### src/rtl/bin_morph_3x3.sv
// 3x3 binary erosion/dilation on a 1-bit pixel stream.
// Two 1-bit line buffers feed a 3x3 window; output is 2 cycles behind input.
module bin_morph_3x3 #(
  parameter int IMG_WIDTH = 640,
  parameter int MODE      = 0,
  parameter int XW        = 11
) (
  input  logic clk,
  input  logic rst,
  input  logic per_frame_vsync,
  input  logic per_frame_href,
  input  logic per_frame_clken,
  input  logic per_img_Bit,
  output logic post_frame_vsync,
  output logic post_frame_href,
  output logic post_frame_clken,
  output logic post_img_Bit
);

  localparam int AW = (IMG_WIDTH > 1) ? $clog2(IMG_WIDTH) : 1;
  localparam logic [XW-1:0] XMAX = XW'(IMG_WIDTH);
  localparam logic [XW-1:0] TWO  = XW'(2);

  logic          vsync_q;
  logic          href_q;
  logic          href_fall;
  logic          vsync_rise;
  logic [XW-1:0] x;
  logic [XW-1:0] y;

  logic [1:0]    mem [IMG_WIDTH];
  logic          in_rng;
  logic [AW-1:0] addr;
  logic [1:0]    rd;
  logic          t0;
  logic          t1;
  logic          t2;

  logic [2:0]    r0;
  logic [2:0]    r1;
  logic [2:0]    r2;
  logic [XW-1:0] xs;
  logic [XW-1:0] ys;
  logic          vs_d1;
  logic          hr_d1;
  logic          ce_d1;

  logic          border;
  logic          res;

  assign href_fall  = href_q & ~per_frame_href;
  assign vsync_rise = per_frame_vsync & ~vsync_q;

  assign in_rng = (x < XMAX);
  assign addr   = x[AW-1:0];
  assign rd     = in_rng ? mem[addr] : 2'b00;
  assign t0     = rd[1];
  assign t1     = rd[0];
  assign t2     = per_img_Bit;

  // Column/row counters with edge detection of href and vsync
  always_ff @(posedge clk) begin
    if (rst) begin
      vsync_q <= 1'b0;
      href_q  <= 1'b0;
      x       <= '0;
      y       <= '0;
    end else begin
      vsync_q <= per_frame_vsync;
      href_q  <= per_frame_href;
      if (href_fall)
        x <= '0;
      else if (per_frame_clken && x < XMAX)
        x <= x + 1'b1;
      if (vsync_rise)
        y <= '0;
      else if (href_fall && y != '1)
        y <= y + 1'b1;
    end
  end

  // Line buffer: shift {row y-1, current pixel} into the entry just read
  always_ff @(posedge clk) begin
    if (!rst && per_frame_clken && in_rng)
      mem[addr] <= {t1, t2};
  end

  // Stage 1: shift the window one column per pixel and delay framing
  always_ff @(posedge clk) begin
    if (rst) begin
      r0    <= '0;
      r1    <= '0;
      r2    <= '0;
      xs    <= '0;
      ys    <= '0;
      vs_d1 <= 1'b0;
      hr_d1 <= 1'b0;
      ce_d1 <= 1'b0;
    end else begin
      vs_d1 <= per_frame_vsync;
      hr_d1 <= per_frame_href;
      ce_d1 <= per_frame_clken;
      if (per_frame_clken) begin
        r0 <= {r0[1:0], t0};
        r1 <= {r1[1:0], t1};
        r2 <= {r2[1:0], t2};
        xs <= x;
        ys <= y;
      end
    end
  end

  assign border = (ys < TWO) || (xs < TWO) || (xs >= XMAX);
  assign res    = (MODE != 0) ? |{r0, r1, r2} : &{r0, r1, r2};

  // Stage 2: reduce the window, force border pixels to 0
  always_ff @(posedge clk) begin
    if (rst) begin
      post_frame_vsync <= 1'b0;
      post_frame_href  <= 1'b0;
      post_frame_clken <= 1'b0;
      post_img_Bit     <= 1'b0;
    end else begin
      post_frame_vsync <= vs_d1;
      post_frame_href  <= hr_d1;
      post_frame_clken <= ce_d1;
      post_img_Bit     <= ce_d1 & ~border & res;
    end
  end

endmodule

### config.mk
export PLATFORM = sky130hd
export DESIGN_NAME = bin_morph_3x3
export DESIGN_NICKNAME = d
export VERILOG_FILES = /design/src/rtl/bin_morph_3x3.sv
export SDC_FILE = /design/constraint.sdc
export NUM_CORES = 2
export LEC_CHECK = 0
export ABC_AREA = 1
export CORE_MARGIN = 8
export CORE_UTILIZATION = 60
export DETAILED_ROUTE_END_ITERATION = 16
export PLACE_DENSITY = 0.87
export REMOVE_ABC_BUFFERS = 1
export SLEW_MARGIN = 20
export SYNTH_ARGS = -nofsm -noshare
export SYNTH_HDL_FRONTEND = slang
export SYNTH_SLANG_ARGS = --single-unit
### constraint.sdc
create_clock -name clk -period 24.5 [get_ports clk]
set_input_delay 6.125 -clock clk [delete_from_list [all_inputs] [get_ports clk]]
set_output_delay 6.125 -clock clk [all_outputs]
set_load 0.01 [all_outputs]
m2.png
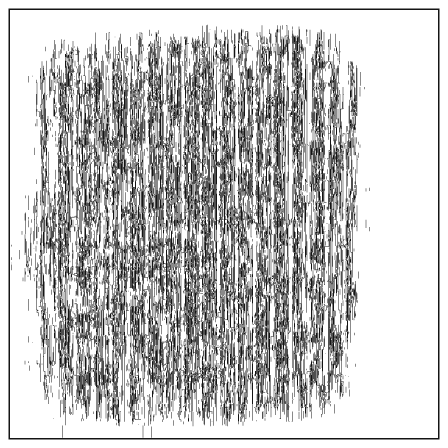
longest straight run	107 um
nets with wire on the layer	4108
routed via count: 41.1k
overall routed net length: 151000 um
GRT met2 Usage: 0.449

class_map.png
Bar = 100 um. Fill, decap, tap and diode cells in grey.
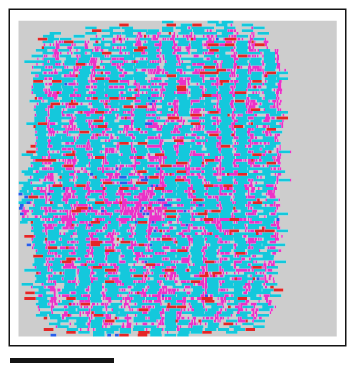
colour	class	cells
magenta	remaining logic cells	3462
blue	remaining buffers and delay cells	48
red	clock drivers and dummy loads	228
cyan	registers	1348
Finished Cell Area: 0.0610 mm^2
Seq/total area: 0.652

==> impl_metrics.yaml <==
# generated from flow reports
cts:
  clk_path_buf_depth: 3
  cts_hold_buf: 0
  cts_tree: "built"
  post_cts_resized: 0
  path_clk_slew_ns: 0.07
setup_path:
  reg2reg_to: "mem[15][1]$_DFFE_PP_"
  arrival_ns: 9.92
  cp-end-kind: "register"
  crit_start: "rst"
  path_delay_family: "simple AND/OR/NAND/NOR gates"
  r2r_setup_slack_ns: 16.74
sta:
  slew_viol_final: 0
  fin_hold_ws_ns: 0.437
  fin_tns_setup_ns: 0
  setup_viol: 0
yosys:
  ys_cells: 5221
  ff_type: "edfxtp_1"
  post_synth_ao_oa_area_fraction: 0.0267
  synth_seq_share: 0.703
  synth-async-reset-ratio: 0
  yosys_area_mm2: 0.0566
power:
  netSwitchingFraction: 0.225
  clkPwrFrac: 0.404
  pwr-share-comb: 0.067
detailed_routing:
  met3_length_um: 22100
  m1WireLength_um: 47900
  ant_nets: 0
global_routing:
  grt_remaining_overflow: 0
  grt_pass1_wl_um: 225000
  grt_use_total: 0.280
layout:
  combGateArea_mm2: 0.0147
  fin_util: 0.653
  top_register: "mem"
  buffer_area_frac: 0.00771
  nonClockInverterCount: 78
  largest_class: "flip-flops and latches"
  lay_top_count: "edfxtp_1"
outcome:
  status: "complete, no violations"
floorplanning:
  ioPinCount: 10
  rows: 112
  die_area_mm2: 0.104
run:
  cap_violations: 0
place:
  hpwlAfterDp_um: 73300
clock_nets.png
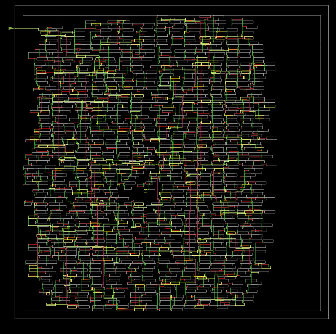
Clk power: 1960 uW
FFs & Latches: 1348
CTS Buf Count: 121
# clk buffers: 150

sizing.png
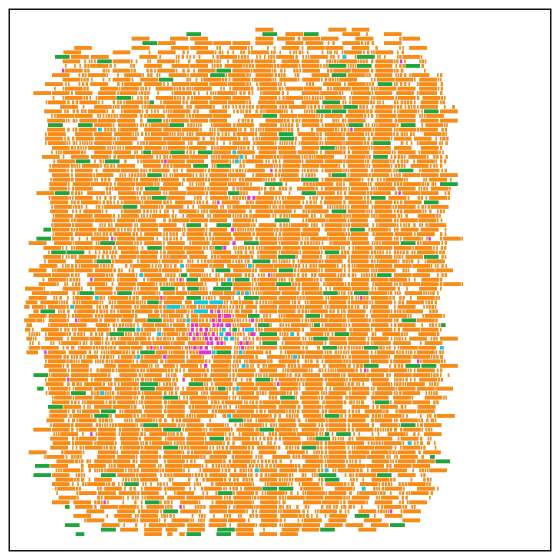
colour	size	cells	share	most used
cyan	x3 and x4	39	0.77%	buf_4
orange	x1 and smaller	4810	95%	edfxtp_1
magenta	x2	73	1.4%	nand2_2
green	x6 and larger	164	3.2%	clkbuf_16
Non-Clock Buffer Count: 48
final worst slack: 14.95 ns
Area Overhead vs Synth: 7.78%

No activity file was given, so power comes from the tool's default toggle rates.
